==> config.mk <==
export PLATFORM = sky130hd
export DESIGN_NAME = manchester_rx
export DESIGN_NICKNAME = d
export VERILOG_FILES = /design/src/rtl/manch_pkg.sv /design/src/rtl/sync2.sv /design/src/rtl/manchester_rx.sv
export SDC_FILE = /design/constraint.sdc
export NUM_CORES = 1
export LEC_CHECK = 0
export CORE_MARGIN = 2
export CORE_UTILIZATION = 50
export CTS_BUF_LIST = sky130_fd_sc_hd__clkbuf_4 sky130_fd_sc_hd__clkbuf_8
export CTS_CLUSTER_SIZE = 12
export DETAILED_ROUTE_END_ITERATION = 12
export HOLD_SLACK_MARGIN = 0.12
export PLACE_DENSITY = 0.71
export SLEW_MARGIN = 10
export SYNTH_ARGS = -nofsm -noshare
export SYNTH_HDL_FRONTEND = slang
export SYNTH_SLANG_ARGS = --single-unit
==> constraint.sdc <==
create_clock -name clk -period 4.6 [get_ports clk]
set_input_delay 0.69 -clock clk [delete_from_list [all_inputs] [get_ports clk]]
set_output_delay 0.69 -clock clk [all_outputs]
set_load 0.01 [all_outputs]
==> src/rtl/manch_pkg.sv <==
// manch_pkg: shared state encoding and Manchester symbol constants
package manch_pkg;
  typedef enum logic {IDLE, DATA} state_t;
  localparam logic [1:0] SYM_ONE  = 2'b01;
  localparam logic [1:0] SYM_ZERO = 2'b10;
endpackage

==> src/rtl/sync2.sv <==
// sync2: two-flop synchronizer for an asynchronous single-bit input
module sync2 (
  input  logic clk,
  input  logic rst_n,
  input  logic d_i,
  output logic q_o
);
  logic meta_q;
  // Double-register the input so metastability settles before use
  always_ff @(posedge clk or negedge rst_n)
    if (!rst_n) {q_o, meta_q} <= 2'b00;
    else {q_o, meta_q} <= {meta_q, d_i};
endmodule

==> src/rtl/manchester_rx.sv <==
// manchester_rx: oversampled Manchester line decoder producing parallel words
module manchester_rx
  import manch_pkg::*;
#(
  parameter int DATA_W   = 8,
  parameter int HALF_BIT = 4
) (
  input  logic              clk,
  input  logic              rst_n,
  input  logic              en,
  input  logic              line_in,
  output logic [DATA_W-1:0] data_out,
  output logic              data_valid,
  output logic              code_err,
  output logic              busy
);
  localparam int CNT_W = $clog2(2*HALF_BIT+1);
  localparam int IDX_W = $clog2(DATA_W+1);
  localparam logic [CNT_W-1:0] FIRST_WAIT = CNT_W'(HALF_BIT + HALF_BIT/2 - 1);
  localparam logic [CNT_W-1:0] HALF_WAIT  = CNT_W'(HALF_BIT - 1);
  localparam logic [IDX_W-1:0] LAST_IDX   = IDX_W'(DATA_W - 1);
  logic              line_s, line_prev_q, rise_q;
  state_t            state_q;
  logic [CNT_W-1:0]  cnt_q;
  logic [IDX_W-1:0]  idx_q;
  logic              half_q, first_q;
  logic [DATA_W-1:0] shift_q, shift_d, data_out_q;
  logic              data_valid_q, code_err_q;
  sync2 u_sync (
    .clk  (clk),
    .rst_n(rst_n),
    .d_i  (line_in),
    .q_o  (line_s)
  );
  // Registered rising-edge flag on the synchronized line; marks the start mid-bit
  always_ff @(posedge clk or negedge rst_n)
    if (!rst_n) {line_prev_q, rise_q} <= 2'b00;
    else begin
      line_prev_q <= line_s;
      rise_q      <= line_s & ~line_prev_q;
    end
  // The decoded bit equals the second-half level, so shift that in
  always_comb shift_d = DATA_W'({shift_q, line_s});
  // Frame FSM: half-bit centre sampling, symbol check, word assembly and output pulses
  always_ff @(posedge clk or negedge rst_n)
    if (!rst_n) begin
      state_q      <= IDLE;
      cnt_q        <= '0;
      idx_q        <= '0;
      half_q       <= 1'b0;
      first_q      <= 1'b0;
      shift_q      <= '0;
      data_out_q   <= '0;
      data_valid_q <= 1'b0;
      code_err_q   <= 1'b0;
    end else begin
      data_valid_q <= 1'b0;
      code_err_q   <= 1'b0;
      if (!en) state_q <= IDLE;
      else if (state_q == IDLE) begin
        if (rise_q) begin
          state_q <= DATA;
          cnt_q   <= FIRST_WAIT;
          idx_q   <= '0;
          half_q  <= 1'b0;
          shift_q <= '0;
        end
      end else if (cnt_q != '0) cnt_q <= cnt_q - 1'b1;
      else begin
        cnt_q  <= HALF_WAIT;
        half_q <= ~half_q;
        if (!half_q) first_q <= line_s;
        else if ({first_q, line_s} == SYM_ONE || {first_q, line_s} == SYM_ZERO) begin
          shift_q <= shift_d;
          idx_q   <= idx_q + 1'b1;
          if (idx_q == LAST_IDX) begin
            data_out_q   <= shift_d;
            data_valid_q <= 1'b1;
            state_q      <= IDLE;
          end
        end else begin
          code_err_q <= 1'b1;
          state_q    <= IDLE;
        end
      end
    end
  assign data_out   = data_out_q;
  assign data_valid = data_valid_q;
  assign code_err   = code_err_q;
  assign busy       = (state_q != IDLE);
endmodule

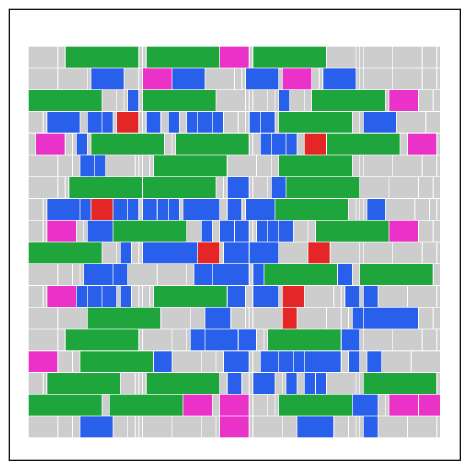
**Above:** cells coloured by class.
Scale: 8 px per µm. Fill, decap, tap and diode cells in grey.
green -> flops  # cells 32, share of their area 52%
blue -> all other logic  # cells 85, share of their area 36%
magenta -> other buffers and delay cells  # cells 15, share of their area 9.5%
red -> clock drivers and dummy loads  # cells 7, share of their area 3.2%
Seq area share: 0.5031
Cell Rows: 18
post-route cell area: 1592 µm²

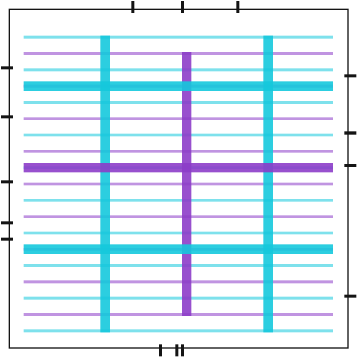
**Above:** supply network.
Scale: 6 px per µm. Pins as bars on the die edge.
purple -> VDD
cyan -> VSS
met5 straps = 3
rows = 18
met1 rails = 19
signal pins = 15
met4 straps = 3
DIE HEIGHT: 56.20 µm
Max VDD drop: 0.2104 mV
DIE WIDTH: 56.20 µm

==> impl_metrics.yaml <==
# synthesis and place-and-route metrics
placed_design:
  placed_area_um2: 1535
  routabilityCongestion: 0.6861
  portBuffers: 14
  dp_worst_setup_slack_ps: 1770
  post-place-cells: 162
  dp_hpwl_um: 1491
logic_synthesis:
  ys_chip_area_um2: 1363
  ys_seq_share: 0.5877
  yosys_warnings: 0
  fa_ha_area_frac: 0.02755
  xor_share: 0.006428
  ys.flops: 32
  synth.area.mux_share: 0.07438
  synthTopCellsByArea: "dfrtp_1 (59%), mux2_2 (7.4%), nand2_1 (6.1%), o21ai_0 (5.1%), ha_1 (2.8%)"
  synthTopLogicFamily: "simple AND/OR/NAND/NOR gates"
  top_cell_area_share: 0.5877
  synth_area_um2: 1363
  ys_sh_simple: 0.1901
  syn_inst: 120
  edf_count: 0
  ff_type: "dfrtp_1"
  syn-num-nets: 127
  yosysTopAreaCell: "dfrtp_1"
  compound_area_frac: 0.09366
  synth.distinct_cells: 28
  avgSynthCellArea_um2: 11.35
clock_network:
  htree_levels: 2
  insertion_delay_ps: 310
  cts_sinks: 32
  cts_resized: 0
  clkTransAtPathRegs_ps: 100
  cts_root_buffer: "clkbuf_4"
  cts_tree: "built"
  post-cts-setup-buffer-count: 0
  cts_buffers: 5
  cts_hold_buf: 0
  clockBufferDepth: 2
worst_hold_path:
  hp-start: "u_sync.meta_q"
  worstHoldPathCells: 0
  min_path_type: "reg2reg"
  hold_end: "u_sync.q_o"
cells_and_area:
  synthToLayoutAreaGrowth_pct: 16.80
  layout_top_cells: "dfrtp_1 (32), nand2_1 (22), o21ai_0 (14), clkdlybuf4s50_1 (14), mux2_2 (9)"
  seq_area_um2: 800.8
  drive_gt1_frac: 0.1511
  nets: 146
  comb_area_um2: 540.5
  n_fill_cell: 217
  num_antenna_cells: 0
  final_cells: 169
route:
  viasPerCell: 5.355
  num_vias: 905
  ant_nets: 0
  first_pass_iters: 4
  wl_per_cell_um: 13.20
  drcViolationCount: 0
  routed_wirelength_um: 2231
  drt_iter0_drc: 13
die:
  chipArea_um2: 3158
  fp_util: 0.5402
  core-area_um2: 2522
  pin_count: 15
sta:
  finClkSkew_ps: 12.23
  tns_ps: 0
  period_minus_slack_ps: 2451
  slew_headroom: 0.5200
  setup_violations: 0
  rsz0062_at_grt: "no"
  timing.fmax_mhz: 408.0
  period_used_share: 0.5328
  drv_slew: 0
  tightest_slew_ps: 717.7
  hold_violations: 0
  worst_slack_ps: 2149
flow_run:
  cap_violations: 0
  warnings: 27
setup_path:
  crit_slowest_cell: "dfrtp_1"
  rr_startpoint: "busy"
  start_kind: "register"
  cp_num_buf_inv: 1
  cp_slowest_stage_delay_ps: 780
  rrSetupSlack_ps: 2420
  worstPathArrival_ps: 1760
  crit_path_end_kind: "primary output"
  cp_cell_sequence: "clkdlybuf4s50_1"
  reg2reg_depth: 4
  rr_endpoint: "data_out[7]"
  critPathRequiredTime_ps: 3910
  path_delay_family: "flip-flops"
  path_max_fanout: 22
power_and_ir_drop:
  total_power_w: 0.0005493
  p_leak_nw: 0.7219
  power_per_cell_area_nw_per_um2: 345.1
global_routing:
  grt_usage: 0.1715
  grt_antenna_before_repair: 0
  grt_max_degree: 33
  grt_pass1_vias: 945
  overflow: 0
run_status:
  status: "completed"
layout make-up:
| type | instances | share of cell area |
|---|---|---|
| clock buffer | 6 | 0.02830 |
| clock inverter | 1 | 0.003145 |
| inverter | 4 | 0.009434 |
| multi-input combinational | 81 | 0.3396 |
| sequential | 32 | 0.5031 |
| tap | 30 | 0.02358 |
| timing repair buffer | 15 | 0.09277 |
registers in the layout, summed over array words and instances, names as in the netlist:
| name | cells |
|---|---|
| u_sync.meta_q | 1 |
| busy | 1 |
| half_q | 1 |
| code_err | 1 |
| shift_q | 7 |
| data_out | 8 |
| rise_q | 1 |
| u_sync.q_o | 1 |
| data_valid | 1 |
| idx_q | 4 |
| first_q | 1 |
| line_prev_q | 1 |
| cnt_q | 4 |
Yosys cell counts, types with 2 or more instances:
master and n:
a21oi_1 2, and3_1 2, and3b_1 2, clkbuf_1 2
dfrtp_1 32, ha_1 3, inv_1 4, mux2_2 9
nand2_1 22, nand3_1 6, nand3b_1 2, nor2_1 2
nor2b_1 2, nor3b_4 2, o21ai_0 14, or4b_1 2
per-layer routing:
layer  vias up  track usage  part of all wire
li1        456            -                 -
met1       430       0.2171              0.49
met2        17       0.2622              0.45
met3         2      0.06047             0.048
met4         0      0.08163            0.0085
met5         -            0                 0
cells by family (layout without fill, tap and decap cells):
family / after synthesis / after routing
AOI/OAI and AO/OA: 22 / 22
DFF: 32 / 32
and+or+nand+nor: 46 / 46
buffers and inverters: 7 / 26
adders and majority gates: 3 / 3
muxes: 9 / 9
xor gates and xnor gates: 1 / 1
how the worst max path moves through the flow:
stage	start	depth (start not counted)	endpoint	slack, ps
floorplan	cnt_q[0]	6	data_out[1]	2770
finish	busy	1	busy	2150
detailed placement	en	4	shift_q[1]	1770
global placement	en	4	shift_q[0]	1900
global route	busy	1	busy	2070
CTS	busy	1	busy	2140
per-stage QoR:
| step | util | hold slack, ps |
|---|---|---|
| after floorplan | - | 331.2 |
| after CTS | 0.6285 | 370.4 |
| after detailed placement | 0.6086 | 348.4 |
| after global routing | 0.6310 | 380.7 |
| final | 0.6310 | 374.7 |
| after global placement | 0.6086 | 336.1 |
power by group:
part	leakage (nW)	switching, W	internal [W]
logic	0.270	0.0000360	0.0000343
clock network	0.0315	0.0000879	0.0000622
registers	0.421	0.0000262	0.000303
total	0.722	0.000150	0.000399
No activity file was given, so power comes from the tool's default toggle rates.
